Run 1, sequential cells grouped by signal name:
Scale: 2 px per um. Other sequential cells in the stronger grey, the rest of the logic in the fainter grey.
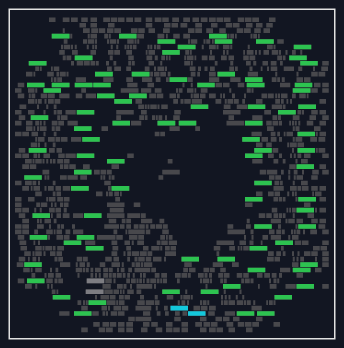
Run 1, PDN straps and rails:
Scale: 2 px per um. Pins as bars on the die edge.
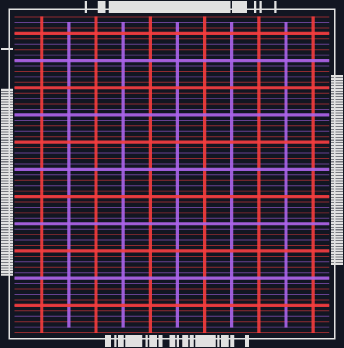
Run 1, local utilization:
Scale: 2 px per um. The die is cut into 16 by 16 equal tiles; black is low, pale yellow is high, 0 to 100% covered.
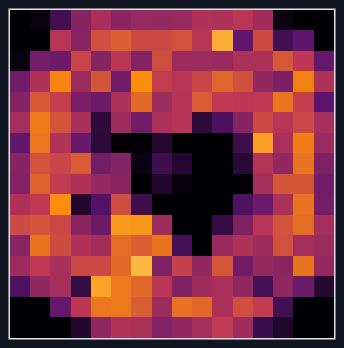
===== src/rtl/fu_cdb_arbiter_pkg.sv =====
// fu_cdb_arbiter_pkg
//   Shared types and defaults for the completion/CDB arbiter.
//   - SYS_NUM_FU / SYS_NUM_CDB : default FU count and CDB port count
//   - fu_complete_packet_t     : result packet an FU places on the CDB
//   - rr_next()                : modulo-n increment for the round-robin pointer
package fu_cdb_arbiter_pkg;

  localparam int SYS_NUM_FU  = 4;
  localparam int SYS_NUM_CDB = 2;

  typedef struct packed {
    logic [31:0] dest_value;
    logic [5:0]  dest_prn;
    logic [4:0]  rob_idx;
  } fu_complete_packet_t;

  function automatic int rr_next(input int idx, input int n);
    return (idx + 1 >= n) ? 0 : idx + 1;
  endfunction

endpackage


===== src/rtl/fu_cdb_arbiter_rr_multi_picker.sv =====
// rr_multi_picker
//   Combinational round-robin picker that grants up to NUM_CDB requesters,
//   scanning from start_i upward with wrap.
//   Ports:
//     req_i   : request vector
//     start_i : first index to scan
//     grant_o : granted requesters
//     sel_o   : per-CDB one-hot select; the j-th grant in scan order drives sel_o[j]
//     last_o  : index of the last grant in scan order (start_i when none)
//     cnt_o   : number of grants issued
module rr_multi_picker #(
  parameter int NUM_FU  = 4,
  parameter int NUM_CDB = 2,
  parameter int PTR_W   = 2,
  parameter int CNT_W   = 2
) (
  input  logic [NUM_FU-1:0]               req_i,
  input  logic [PTR_W-1:0]                start_i,
  output logic [NUM_FU-1:0]               grant_o,
  output logic [NUM_CDB-1:0][NUM_FU-1:0]  sel_o,
  output logic [PTR_W-1:0]                last_o,
  output logic [CNT_W-1:0]                cnt_o
);

  always_comb begin
    int idx;
    int cnt;
    grant_o = '0;
    sel_o   = '0;
    last_o  = start_i;
    cnt     = 0;
    idx     = 0;
    for (int j = 0; j < NUM_FU; j++) begin
      // start_i < NUM_FU, so one conditional subtract is a full modulo
      idx = int'(start_i) + j;
      if (idx >= NUM_FU) idx = idx - NUM_FU;
      if (req_i[idx] && (cnt < NUM_CDB)) begin
        grant_o[idx]    = 1'b1;
        sel_o[cnt][idx] = 1'b1;
        last_o          = PTR_W'(idx);
        cnt             = cnt + 1;
      end
    end
    cnt_o = CNT_W'(cnt);
  end

endmodule


===== src/rtl/fu_cdb_arbiter.sv =====
// fu_cdb_arbiter
//   Shares NUM_CDB broadcast ports among NUM_FU completing functional units.
//   Winners are registered onto the CDB one cycle after the grant; losers see
//   fu_hazard in the same cycle and must hold their packet and request.
//   Ports:
//     clk, rst        : clock, asynchronous active-high reset
//     fu_complete_req : per-FU completion request
//     fu_pkt          : per-FU result packet
//     squash          : flush; drops grants and clears the CDB next cycle
//     cdb_stall       : downstream back-pressure; freezes CDB and pointer
//     fu_hazard       : per-FU "not granted, hold" (combinational)
//     cdb_valid/pkt   : registered broadcast ports
//     rr_ptr_dbg      : current round-robin start index
module fu_cdb_arbiter
  import fu_cdb_arbiter_pkg::*;
#(
  parameter int NUM_FU  = SYS_NUM_FU,
  parameter int NUM_CDB = SYS_NUM_CDB,
  parameter int PTR_W   = $clog2(NUM_FU)
) (
  input  logic                                 clk,
  input  logic                                 rst,
  input  logic [NUM_FU-1:0]                    fu_complete_req,
  input  fu_complete_packet_t [NUM_FU-1:0]     fu_pkt,
  input  logic                                 squash,
  input  logic                                 cdb_stall,
  output logic [NUM_FU-1:0]                    fu_hazard,
  output logic [NUM_CDB-1:0]                   cdb_valid,
  output fu_complete_packet_t [NUM_CDB-1:0]    cdb_pkt,
  output logic [PTR_W-1:0]                     rr_ptr_dbg
);

  localparam int CNT_W = $clog2(NUM_CDB + 1);

  logic [PTR_W-1:0]                   rr_ptr_q, rr_ptr_d;
  logic [NUM_CDB-1:0]                 cdb_valid_q, cdb_valid_d;
  fu_complete_packet_t [NUM_CDB-1:0]  cdb_pkt_q, cdb_pkt_d;

  logic [NUM_FU-1:0]                  req_eligible;
  logic [NUM_FU-1:0]                  grant;
  logic [NUM_CDB-1:0][NUM_FU-1:0]     sel;
  logic [PTR_W-1:0]                   last_idx;
  logic [CNT_W-1:0]                   grant_cnt;

  // squash and stall both suppress every grant at the picker input
  assign req_eligible = (squash || cdb_stall) ? '0 : fu_complete_req;

  rr_multi_picker #(
    .NUM_FU  (NUM_FU),
    .NUM_CDB (NUM_CDB),
    .PTR_W   (PTR_W),
    .CNT_W   (CNT_W)
  ) u_picker (
    .req_i   (req_eligible),
    .start_i (rr_ptr_q),
    .grant_o (grant),
    .sel_o   (sel),
    .last_o  (last_idx),
    .cnt_o   (grant_cnt)
  );

  // FUs flush themselves on squash, so nobody is told to hold then
  assign fu_hazard = (rst || squash) ? '0 : (fu_complete_req & ~grant);

  always_comb begin
    cdb_valid_d = cdb_valid_q;
    cdb_pkt_d   = cdb_pkt_q;
    rr_ptr_d    = rr_ptr_q;
    if (squash) begin
      cdb_valid_d = '0;
    end else if (!cdb_stall) begin
      for (int k = 0; k < NUM_CDB; k++) begin
        cdb_valid_d[k] = |sel[k];
        for (int i = 0; i < NUM_FU; i++) begin
          if (sel[k][i]) cdb_pkt_d[k] = fu_pkt[i];
        end
      end
      if (grant_cnt != '0) rr_ptr_d = PTR_W'(rr_next(int'(last_idx), NUM_FU));
    end
  end

  always_ff @(posedge clk or posedge rst) begin
    if (rst) begin
      cdb_valid_q <= '0;
      cdb_pkt_q   <= '0;
      rr_ptr_q    <= '0;
    end else begin
      cdb_valid_q <= cdb_valid_d;
      cdb_pkt_q   <= cdb_pkt_d;
      rr_ptr_q    <= rr_ptr_d;
    end
  end

  assign cdb_valid  = cdb_valid_q;
  assign cdb_pkt    = cdb_pkt_q;
  assign rr_ptr_dbg = rr_ptr_q;

endmodule


===== config.mk =====
export PLATFORM = sky130hd
export DESIGN_NAME = fu_cdb_arbiter
export DESIGN_NICKNAME = d
export VERILOG_FILES = /design/src/rtl/fu_cdb_arbiter_pkg.sv /design/src/rtl/fu_cdb_arbiter_rr_multi_picker.sv /design/src/rtl/fu_cdb_arbiter.sv
export SDC_FILE = /design/constraint.sdc
export NUM_CORES = 1
export LEC_CHECK = 0
export CAP_MARGIN = 20
export CORE_AREA = 2 2 160 162
export DETAILED_ROUTE_END_ITERATION = 6
export DIE_AREA = 0 0 162 164
export GPL_ROUTABILITY_DRIVEN = 0
export SLEW_MARGIN = 20
export SYNTH_ARGS = -nofsm -noshare
export SYNTH_HDL_FRONTEND = slang
export SYNTH_SLANG_ARGS = --single-unit

===== constraint.sdc =====
create_clock -name clk -period 8.2 [get_ports clk]
set_input_delay 2.05 -clock clk [delete_from_list [all_inputs] [get_ports clk]]
set_output_delay 2.05 -clock clk [all_outputs]
set_load 0.02 [all_outputs]

==> metrics.cfg, run 1 <==
[min_path]
hp-class=reg2reg
worstHoldStart=cdb_valid[0]

[detailed_routing]
viasPerCell=5.71
drt_iter0_markers=604
vias=8082
drc=0
totalWireLength_um=31200
wire_per_inst_um=22.1
antenna_left=0
firstDrtPassIters=5

[critical_path]
crit_start=fu_complete_req[2]
startpoint_type=input port
path_class=in2out
cp-end-kind=output pin
rrSetupSlack_ns=2.70
crit_fanout=9
cp.arrival_ns=5.68

[clock_network]
ctsResizeCount=0
clock_insertion_delay_worst_skew_ns=0.35
cts_max_path_buffers=2
htree_num_levels=3
holdBufCountCts=0
cts_tree=built
cts_sinks=90
cts.clk_slew.worst_paths_ns=0.08
cts_root_buffer=clkbuf_16
post_cts_buffers=0

[final_layout]
drive_gt1_frac=0.103
nNetsFinal=1265
diodes=0
syn_to_final_growth_pct=44.3

[placed_design]
pre_cts_slack_ns=0.619
io_buffers=273
dp.cells=1399
dp_hpwl_um=20400

[synth]
netlist.area_leader.share=0.308
ys_seq_frac=0.308
synthDistinctLibCells=65
largest_area_cell=dfrtp_1
yosys_area_sq_um=7300
syn-num-nets=1055
aoi_share=0.299
syn_area_per_cell_sq_um=8.39
ys_sh_mux=0.109
synthTopCellsByArea=dfrtp_1, mux2_4, nand2_1
async_flop_share=1.00
synthCells=870
synth.most_common_cell=nand2_1
synth_stat.cells=870
yosysWarnings=0
simple_gate_area_frac=0.209
edf_count=0
ys.flops=90
ys_top_cells_by_count=nand2_1, nor2_1, dfrtp_1
ys.flop_type=dfrtp_1
topCombFamilyByArea=AND-OR/OR-AND gates
adder_share=0.00857

[global_route]
grt_pass1_vias=8046
grt_antenna_before_repair=0
groute.usage.overall=0.226
grt_pass1_wl_um=47000
grt_overflow=0
grt_max_degree=87

[final_timing]
worst_pin_slew_ns=1.01
max_freq_ghz=0.129
setup_violations=0
finalClockPeriodUsage=0.942
tns_ns=0
fin_crit_ns=7.73
slew_headroom=0.324
hold_violations=0
setup_ws_ns=0.472
hold_ws_ns=0.491
rsz0062_at_grt=no
clock_skew_ns=0.0117

[floorplan]
rows=58
fp_util=0.294
die_area_sq_um=26600
ioPinCount=274

[run]
timing.max_cap.violations=0
tool_warnings=29

[power]
leakage_nw=3.87

[outcome]
status=completed

-- 'sequential cells grouped by signal name' (at the start) --
Key: cyan = cdb_valid [sequential cells 2]; green = cdb_pkt [sequential cells 86, where widely spread]

-- 'PDN straps and rails' (at the start) --
Key: red = VSS; purple = VDD
11 straps on met4. The core has 58 rows. 59 met1 rails follow the rows.
die y size: 164 um
CORE AREA: 24800 sq um
Die W: 162 um
Peak VDD IR: 0.000153 V

-- 'local utilization' (at the start) --
The emptiest ninth of the die: centre. The fullest tile reaches 84%. 3.1% of the tiles are over 75% full. The mean over all tiles is 38%.

## run 1: worst max-delay path: stages
cell	delay [ns]
clkdlybuf4s50_1	0.54
mux4_2	0.62
nand2_1	0.18
inv_2	0.11
ha_1	0.26
nor3_1	0.55
nand2_2	0.20
nor3_1	0.46
a211oi_1	0.12
clkdlybuf4s50_1	0.57
## run 1: cells in the final DEF (no fill, tap or decap), types with 9 or more instances in the layout
cell and instances:
buf_4 20, clkdlybuf4s50_1 273, a31oi_1 43, mux2_4 39
clkbuf_16 9, nor2_1 92, a311o_1 43, nand2_1 141
a21oi_1 46, o31ai_1 44, o21ai_0 47, a2111oi_0 45
dfrtp_1 90, and4_1 43
## run 1: layout make-up
| type | count | area [sq um] | area share |
|---|---|---|---|
| flip-flops and latches | 90 | 2250 | 0.214 |
| multi-input cells | 676 | 4660 | 0.442 |
| clock inverters | 6 | 50.0 | 0.00475 |
| clock buffers | 10 | 229 | 0.0217 |
| repair buffers | 294 | 2900 | 0.275 |
| well taps | 330 | 413 | 0.0392 |
| inverters | 9 | 36.3 | 0.00344 |
## run 1: layer usage
layer,wire length (um),vias to the layer above,part of all wire,GRT usage
met3,2410,46,0.077,0.0414
met2,15100,430,0.48,0.385
met5,0,-,0,0
met4,613,0,0.020,0.0712
li1,-,3735,-,-
met1,13100,3871,0.42,0.291
## run 1: per-stage QoR
step | power, mW | instance area, sq um | utilization
2_1_floorplan | 2.33 | 7300 | -
3_3_place_gp | 3.21 | 10200 | 0.413
3_5_place_dp | 3.24 | 10300 | 0.413
4_1_cts | 3.67 | 10500 | 0.425
5_1_grt | 3.87 | 10500 | 0.425
6_report | 3.64 | 10500 | 0.425
## run 1: worst paths after layout
path	to	depth (start not counted)
hold / removal	cdb_valid[0]	1
setup / recovery	fu_hazard[2]	10
max in group asynchronous	cdb_pkt[65]	3
setup reg to reg	cdb_pkt[34]	14
hold reg to reg	cdb_valid[0]	1
min in group asynchronous	cdb_valid[0]	2
## run 1: registers in the layout (all words and copies together) (netlist names), named ones only
signal	count
cdb_valid	2
rr_ptr_dbg	1
cdb_pkt	86
## run 1: kinds of logic (layout without fill, tap and decap cells)
logic type	count (synthesis)	after routing
mux	54	54
simple gates	313	313
fa+ha+maj	5	5
xor+xnor	2	2
buf+inv	104	319
compound gates	302	302
flops	90	90
## run 1: where the power goes
group,switching [mW],internal (mW),leakage (nW)
sequential,0.152,0.685,1.04
clock,0.206,0.211,0.135
combinational,1.27,1.12,2.70
total,1.62,2.02,3.87
Run 1, clock nets:
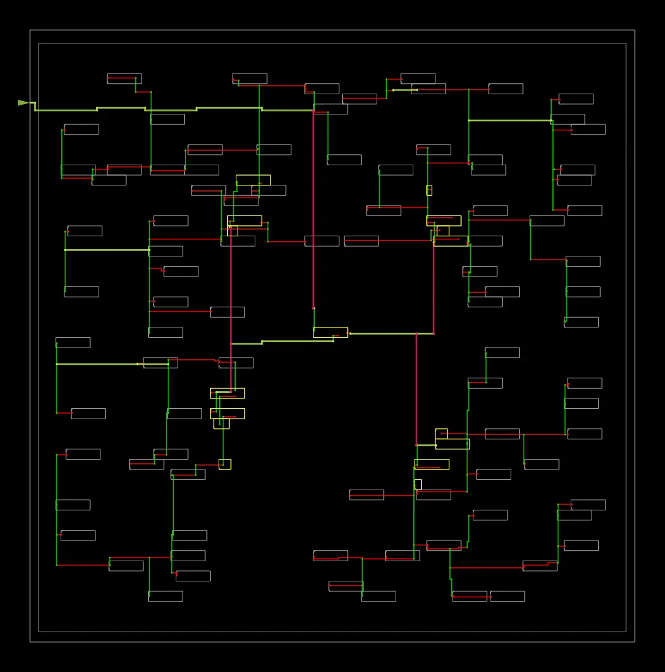

==> inputs of run 2 (changes only) <==
--- a/constraint.sdc
+++ b/constraint.sdc
@@ -3,2 +3,2 @@
 set_output_delay 2.05 -clock clk [all_outputs]
-set_load 0.02 [all_outputs]
+set_load 0.005 [all_outputs]
Run 2, clock nets:
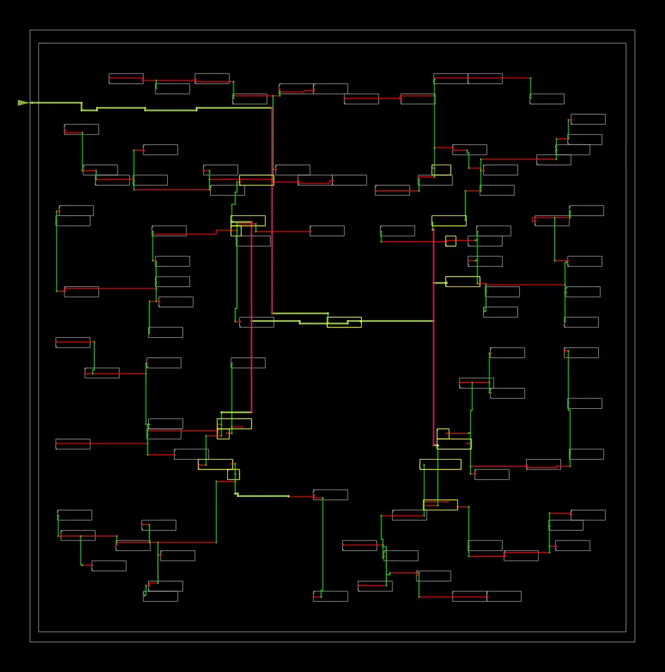
Setup Skew: 0.0102 ns
Late-Pin Clk Latency: 0.35 ns
cts bufs inserted: 9
P_clk: 0.452 mW

Run 2, local utilization:
Scale: 2 px per um. The die is cut into 16 by 16 equal tiles; black is low, pale yellow is high, 0 to 100% covered.
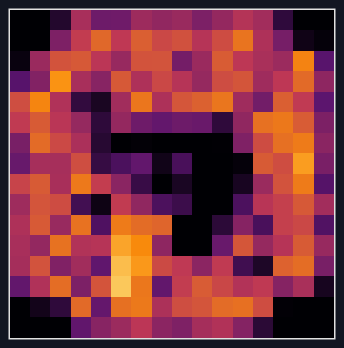
The mean over all tiles is 38%. 14% of the tiles are nearly empty. 2.3% of the tiles are over 75% full. The fullest tile reaches 88%.
floorplan core density: 0.294
Final Util: 0.427

Run 2, PDN straps and rails:
Scale: 2 px per um. Pins as bars on the die edge.
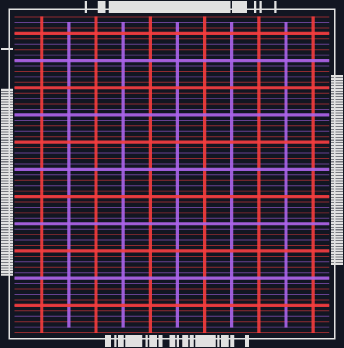
Key: red = VSS; purple = VDD
59 met1 rails follow the rows. The core has 58 rows. 11 straps on met5.

==> run 2 against run 1 <==
- sequential power barely moved
- non-clock buffer count rose by 1
- synthesized area did not move
- total power fell by 6.1%
- first-iteration DRC count fell by 2.0%
- core utilization rose by 0.27 points
- critical endpoint unchanged
- largest cell class unchanged
- highest routed layer unchanged
==> metrics.cfg, run 2 <==
[outcome]
status=completed

[synth]
synthTopCellsByArea=dfrtp_1, mux2_4, nand2_1
syn-num-nets=1055  ; unchanged
ys_seq_frac=0.308  ; unchanged
largest_area_cell=dfrtp_1
topCombFamilyByArea=AND-OR/OR-AND gates
synthDistinctLibCells=65  ; unchanged
synthCells=870  ; unchanged
ys.flop_type=dfrtp_1
async_flop_share=1.00  ; unchanged
synth.most_common_cell=nand2_1
netlist.area_leader.share=0.308  ; unchanged
ys.flops=90  ; unchanged
syn_area_sq_um=7300
yosys_area_sq_um=7300  ; unchanged
adder_share=0.00857  ; unchanged
edf_count=0  ; unchanged
yosysWarnings=0  ; unchanged
ys_top_cells_by_count=nand2_1, nor2_1, dfrtp_1
aoi_share=0.299  ; unchanged
ys_sh_mux=0.109  ; unchanged
synth-xor-area-share=0.00240
simple_gate_area_frac=0.209  ; unchanged
synth_stat.cells=870  ; unchanged
syn_area_per_cell_sq_um=8.39  ; unchanged

[placed_design]
dp_hpwl_um=20600  ; +0.88%
io_buffers=273  ; unchanged

[critical_path]
cp-end-kind=output pin
cp.arrival_ns=5.57  ; -0.11 ns
cp.required_ns=6.15
path_class=in2out
crit_fanout=9  ; unchanged
reg2reg_depth=12  ; -2
startpoint_type=input port

[floorplan]
fp.dieW_um=162  ; unchanged
rows=58  ; unchanged
die_area_sq_um=26600  ; unchanged
coreArea_sq_um=24800  ; unchanged
dieHeight_um=164  ; unchanged
ioPinCount=274  ; unchanged

[min_path]
whs_path_depth=1  ; unchanged
hp-class=reg2reg

[detailed_routing]
wire_per_inst_um=22.1  ; +0.28%
firstDrtPassIters=5  ; unchanged
antenna_left=0  ; unchanged
drt_iter0_markers=592  ; -2.0%
drc=0  ; unchanged
vias=8218  ; +1.7%
totalWireLength_um=31300  ; +0.35%
viasPerCell=5.80  ; +1.6%

[final_timing]
max_freq_ghz=0.131  ; +1.5%
rsz0062_at_grt=no
setup_violations=0  ; unchanged
finalClockPeriodUsage=0.929  ; -0.0136
fin_crit_ns=7.62  ; -0.111 ns
worst_pin_slew_ns=1.03  ; +0.0166 ns
hold_violations=0  ; unchanged
maxSlewViolCount=0
tns_ns=0  ; unchanged
slew_headroom=0.313  ; -0.0111

[power]
ir_drop_v=0.000145  ; -4.9%
p_per_area_nw_per_um2=323
power.total_mw=3.42  ; -6.1%
leakage_nw=3.90  ; +0.65%

[clock_network]
cts_sinks=90  ; unchanged
cts_max_path_buffers=2  ; unchanged
holdBufCountCts=0  ; unchanged
cts_root_buffer=clkbuf_16
cts.clk_slew.worst_paths_ns=0.07  ; about the same
post_cts_buffers=0  ; unchanged
cts_tree=built
htree_num_levels=3  ; unchanged
ctsResizeCount=0  ; unchanged

[final_layout]
drive_gt1_frac=0.105  ; +0.00175
syn_to_final_growth_pct=45.2
layout_top_cell=clkdlybuf4s50_1
lay_top_cells=clkdlybuf4s50_1, nand2_1, nor2_1, dfrtp_1, o21ai_0
nNetsFinal=1266  ; +0.079%
largest_reg_flops=86  ; unchanged
fillers=2457
diodes=0  ; unchanged

[global_route]
grt_max_degree=87  ; unchanged
grt_pass1_vias=8213  ; +2.1%
grt_pass1_wl_um=47900  ; +2.0%
groute.usage.overall=0.230  ; +0.00357
grt_overflow=0  ; unchanged
grt_antenna_before_repair=0  ; unchanged

[run]
tool_warnings=29  ; unchanged
timing.max_cap.violations=0  ; unchanged

## run 2: cell count changes in the layout (fill, tap and decap cells not counted), sizes merged
cell | previous run | this run
inv | 12 | 11
bufinv | 0 | 1
clkinv | 2 | 1
clkinvlp | 1 | 2
buf | 21 | 22
## run 2: power breakdown
group          total [mW]  switching, mW  internal, mW
Sequential          0.839          0.154         0.685
Combinational        2.13           1.00          1.13
Clock               0.452          0.204         0.248
Total                3.42           1.36          2.07
## run 2: metrics by stage
stage / hold WS, ns / std cells / cell area, sq um / worst slack, ns
2_1_floorplan: 0.474 / 870 / 7300 / 2.14
3_3_place_gp: 0.461 / 1398 / 10200 / 0.832
4_1_cts: 0.482 / 1416 / 10600 / 0.725
5_1_grt: 0.521 / 1416 / 10600 / 0.484
3_5_place_dp: 0.465 / 1400 / 10300 / 0.726
6_report: 0.484 / 1416 / 10600 / 0.584
## run 2: layout make-up
class / instances / area (sq um) / area share
multi-input cells: 676 / 4660 / 0.439
repair buffers: 295 / 2940 / 0.277
flip-flops and latches: 90 / 2250 / 0.212
well taps: 330 / 413 / 0.0389
clock buffers: 10 / 239 / 0.0225
clock inverters: 6 / 71.3 / 0.00672
inverters: 9 / 36.3 / 0.00342
## run 2: path summary, 6_finish.rpt
| path | startpoint | end | slack (ns) |
|---|---|---|---|
| worst max register to register | register | cdb_pkt[13] | 2.82 |
| min in group asynchronous | rst | cdb_pkt[42] | 2.16 |
| worst min register to register | cdb_valid[1] | cdb_valid[1] | 0.48 |
| worst max-delay path | fu_complete_req[0] | fu_hazard[2] | 0.58 |
| worst min-delay path | cdb_valid[1] | cdb_valid[1] | 0.48 |
| max in group asynchronous | rst | cdb_pkt[64] | 4.87 |
## run 2: layer usage
metal | global-route usage | vias to the layer above | part of all wire
li1 | - | 3750 | -
met1 | 0.295 | 3948 | 0.42
met2 | 0.390 | 460 | 0.48
met3 | 0.0457 | 60 | 0.083
met4 | 0.0712 | 0 | 0.021
met5 | 0 | - | 0
## run 2: logic make-up after synthesis
group	after synthesis
AOI/OAI and AO/OA	302
xor gates and xnor gates	2
adders and majority gates	5
buffers and inverters	104
DFF	90
muxes	54
and+or+nand+nor	313
## run 2: critical path: stages
cell             delay, ns
clkdlybuf4s50_1       0.55
mux4_2                0.62
nand2_1               0.19
inv_2                 0.12
ha_1                  0.26
nor3_1                0.52
nand2_2               0.20
nor3_1                0.45
a211oi_1              0.13
clkdlybuf4s50_1       0.48
==> inputs of run 3 (changes only) <==
CTS_CLUSTER_DIAMETER = 120   (was default)
Run 3, the metal 2 layer:
Scale: 2 px per um.
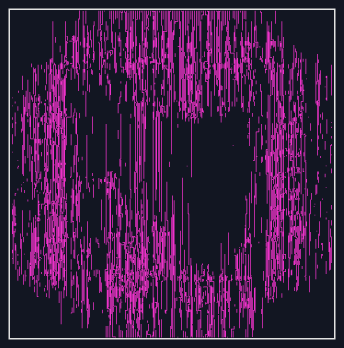
The wires run mostly vertical. The layer carries 15100 um of wire. The longest straight run is 90.1 um. 1044 nets have wire on it. The layer holds 48% of the routed length.
vias: 8218
met2 GRT Util: 0.390
Detailed Route WL: 31300 um

Run 3, local utilization:
Scale: 2 px per um. The die is cut into 16 by 16 equal tiles; black is low, pale yellow is high, 0 to 100% covered.
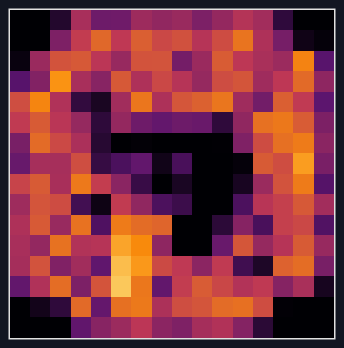
The emptiest ninth of the die: centre. The mean over all tiles is 38%. The fullest tile reaches 88%. 2.3% of the tiles are over 75% full. 14% of the tiles are nearly empty.

Run 3, sequential cells grouped by signal name:
Scale: 2 px per um. Other sequential cells in the stronger grey, the rest of the logic in the fainter grey.
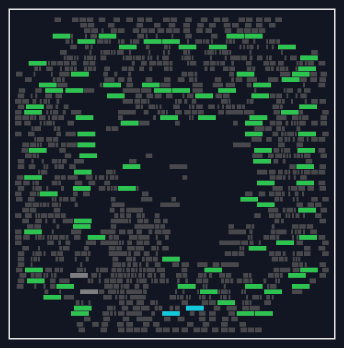
Key: cyan = cdb_valid [sequential cells 2]; green = cdb_pkt [sequential cells 86, where widely spread]
Another 2 sequential cells are not coloured.
fraction of area in registers: 0.212
Seq power: 0.839 mW
register area: 2250 sq um

==> run 3 against run 2 <==
- first-iteration DRC count stayed put
- core utilization stayed put
- clock skew stayed put
- combinational power hardly changed
- sequential cell count stayed put
- highest routed layer unchanged
==> metrics.cfg, run 3 <==
[floorplan]
rows=58  ; unchanged
dieHeight_um=164  ; unchanged
fp.dieW_um=162  ; unchanged
fp_util=0.294  ; unchanged
ioPinCount=274  ; unchanged
die_area_sq_um=26600  ; unchanged
coreArea_sq_um=24800  ; unchanged

[clock_network]
clock_insertion_delay_worst_skew_ns=0.35  ; about the same
cts_buffers=9  ; unchanged
post_cts_buffers=0  ; unchanged
cts_sinks=90  ; unchanged
holdBufCountCts=0  ; unchanged
ctsResizeCount=0  ; unchanged
cts_root_buffer=clkbuf_16
cts_tree=built
htree_num_levels=3  ; unchanged
cts_max_path_buffers=2  ; unchanged
cts.clk_slew.worst_paths_ns=0.07  ; about the same

[final_layout]
largest_reg_flops=86  ; unchanged
nNetsFinal=1266  ; unchanged
diodes=0  ; unchanged
drive_gt1_frac=0.105  ; unchanged
layout_top_cell=clkdlybuf4s50_1
lay_top_cells=clkdlybuf4s50_1, nand2_1, nor2_1, dfrtp_1, o21ai_0
fillers=2457  ; unchanged
syn_to_final_growth_pct=45.2  ; unchanged

[global_route]
groute.usage.overall=0.230  ; unchanged
grt_overflow=0  ; unchanged
grt_max_degree=87  ; unchanged
grt_pass1_wl_um=47900  ; unchanged
grt_antenna_before_repair=0  ; unchanged
grt_pass1_vias=8213  ; unchanged

[critical_path]
cp-end-kind=output pin
crit_fanout=9  ; unchanged
path_class=in2out
rrSetupSlack_ns=2.82  ; about the same
cp.required_ns=6.15  ; about the same
startpoint_type=input port
cp.arrival_ns=5.57  ; about the same
reg2reg_depth=12  ; unchanged
r2r_end=cdb_pkt[13]

[synth]
ys.flop_type=dfrtp_1
ys.flops=90  ; unchanged
syn_area_sq_um=7300  ; unchanged
ys_top_cells_by_count=nand2_1, nor2_1, dfrtp_1
syn_area_per_cell_sq_um=8.39  ; unchanged
yosys_area_sq_um=7300  ; unchanged
synthCells=870  ; unchanged
synth_stat.cells=870  ; unchanged
synthDistinctLibCells=65  ; unchanged
yosysWarnings=0  ; unchanged
synthTopCellsByArea=dfrtp_1, mux2_4, nand2_1
ys_seq_frac=0.308  ; unchanged
synth.most_common_cell=nand2_1
async_flop_share=1.00  ; unchanged
syn-num-nets=1055  ; unchanged
netlist.area_leader.share=0.308  ; unchanged
edf_count=0  ; unchanged
largest_area_cell=dfrtp_1

[detailed_routing]
drc=0  ; unchanged
wl_met2_um=15100  ; unchanged
top_layer_used=met4
antenna_left=0  ; unchanged
drt_iter0_markers=592  ; unchanged
firstDrtPassIters=5  ; unchanged
drt-met1-wl_um=13000  ; unchanged
wire_per_inst_um=22.1  ; unchanged
viasPerCell=5.80  ; unchanged
met3_length_um=2590  ; unchanged

[power]
p_per_area_nw_per_um2=323  ; unchanged
leakage_nw=3.90  ; unchanged
power.total_mw=3.42  ; unchanged
ir_drop_v=0.000145  ; unchanged

[min_path]
worstHoldStart=cdb_valid[1]
whs_path_depth=1  ; unchanged
hp-class=reg2reg
hold_end=cdb_valid[1]

[final_timing]
max_freq_ghz=0.131  ; unchanged
slew_headroom=0.313  ; unchanged
tns_ns=0  ; unchanged
finalClockPeriodUsage=0.929  ; unchanged
clock_skew_ns=0.0102  ; unchanged
setup_violations=0  ; unchanged
worst_pin_slew_ns=1.03  ; unchanged
fin_crit_ns=7.62  ; unchanged
hold_violations=0  ; unchanged
rsz0062_at_grt=no
maxSlewViolCount=0  ; unchanged

[placed_design]
dp_hpwl_um=20600  ; unchanged
io_buffers=273  ; unchanged

[run]
tool_warnings=29  ; unchanged
timing.max_cap.violations=0  ; unchanged

[outcome]
status=completed

## run 3: cell counts after synthesis
Identical to the previous run, type by type.
## run 3: cells by family after synthesis
logic type / after synthesis / share of synthesized area
AOI/OAI and AO/OA: 302 / 0.299
xor gates and xnor gates: 2 / 0.00240
adders and majority gates: 5 / 0.00857
buffers and inverters: 104 / 0.0632
DFF: 90 / 0.308
muxes: 54 / 0.109
and+or+nand+nor: 313 / 0.209
## run 3: worst max-delay path: stages
cell             delay [ns]
clkdlybuf4s50_1        0.55
mux4_2                 0.62
nand2_1                0.19
inv_2                  0.12
ha_1                   0.26
nor3_1                 0.52
nand2_2                0.20
nor3_1                 0.45
a211oi_1               0.13
clkdlybuf4s50_1        0.48
## run 3: cell type report
type / instances / area [sq um] / share of cell area
sequential: 90 / 2250 / 0.212
timing repair buffer: 295 / 2940 / 0.277
clock inverter: 6 / 71.3 / 0.00672
inverter: 9 / 36.3 / 0.00342
tap: 330 / 413 / 0.0389
clock buffer: 10 / 239 / 0.0225
multi-input combinational: 676 / 4660 / 0.439
## run 3: worst max path at each step
stage                         endpoint                from  slack [ns]  cells past startpoint
after floorplan           fu_hazard[0]  fu_complete_req[2]        2.14                      8
after global placement    fu_hazard[2]  fu_complete_req[0]        0.83                     10
after detailed placement  fu_hazard[2]  fu_complete_req[0]        0.73                     10
after CTS                 fu_hazard[2]  fu_complete_req[0]        0.73                     10
after global routing      fu_hazard[2]  fu_complete_req[0]        0.48                     10
final                     fu_hazard[2]  fu_complete_req[0]        0.58                     10
## run 3: metal layers
metal	vias up	track usage
li1	3750	-
met1	3948	0.295
met2	460	0.390
met3	60	0.0457
met4	0	0.0712
met5	-	0
## run 3: stage by stage
step / cell area [sq um] / hold slack, ns / worst slack, ns / utilization / std cells
floorplan: 7300 / 0.474 / 2.14 / - / 870
global placement: 10200 / 0.461 / 0.832 / 0.413 / 1398
detailed placement: 10300 / 0.465 / 0.726 / 0.415 / 1400
CTS: 10600 / 0.482 / 0.725 / 0.427 / 1416
global route: 10600 / 0.521 / 0.484 / 0.427 / 1416
finish: 10600 / 0.484 / 0.584 / 0.427 / 1416
## run 3: power by group
part	switching (mW)	internal, mW	leakage [nW]
Sequential	0.154	0.685	1.04
Clock	0.204	0.248	0.146
Combinational	1.00	1.13	2.72
Total	1.36	2.07	3.90
Power is estimated from default activity; no workload was simulated.
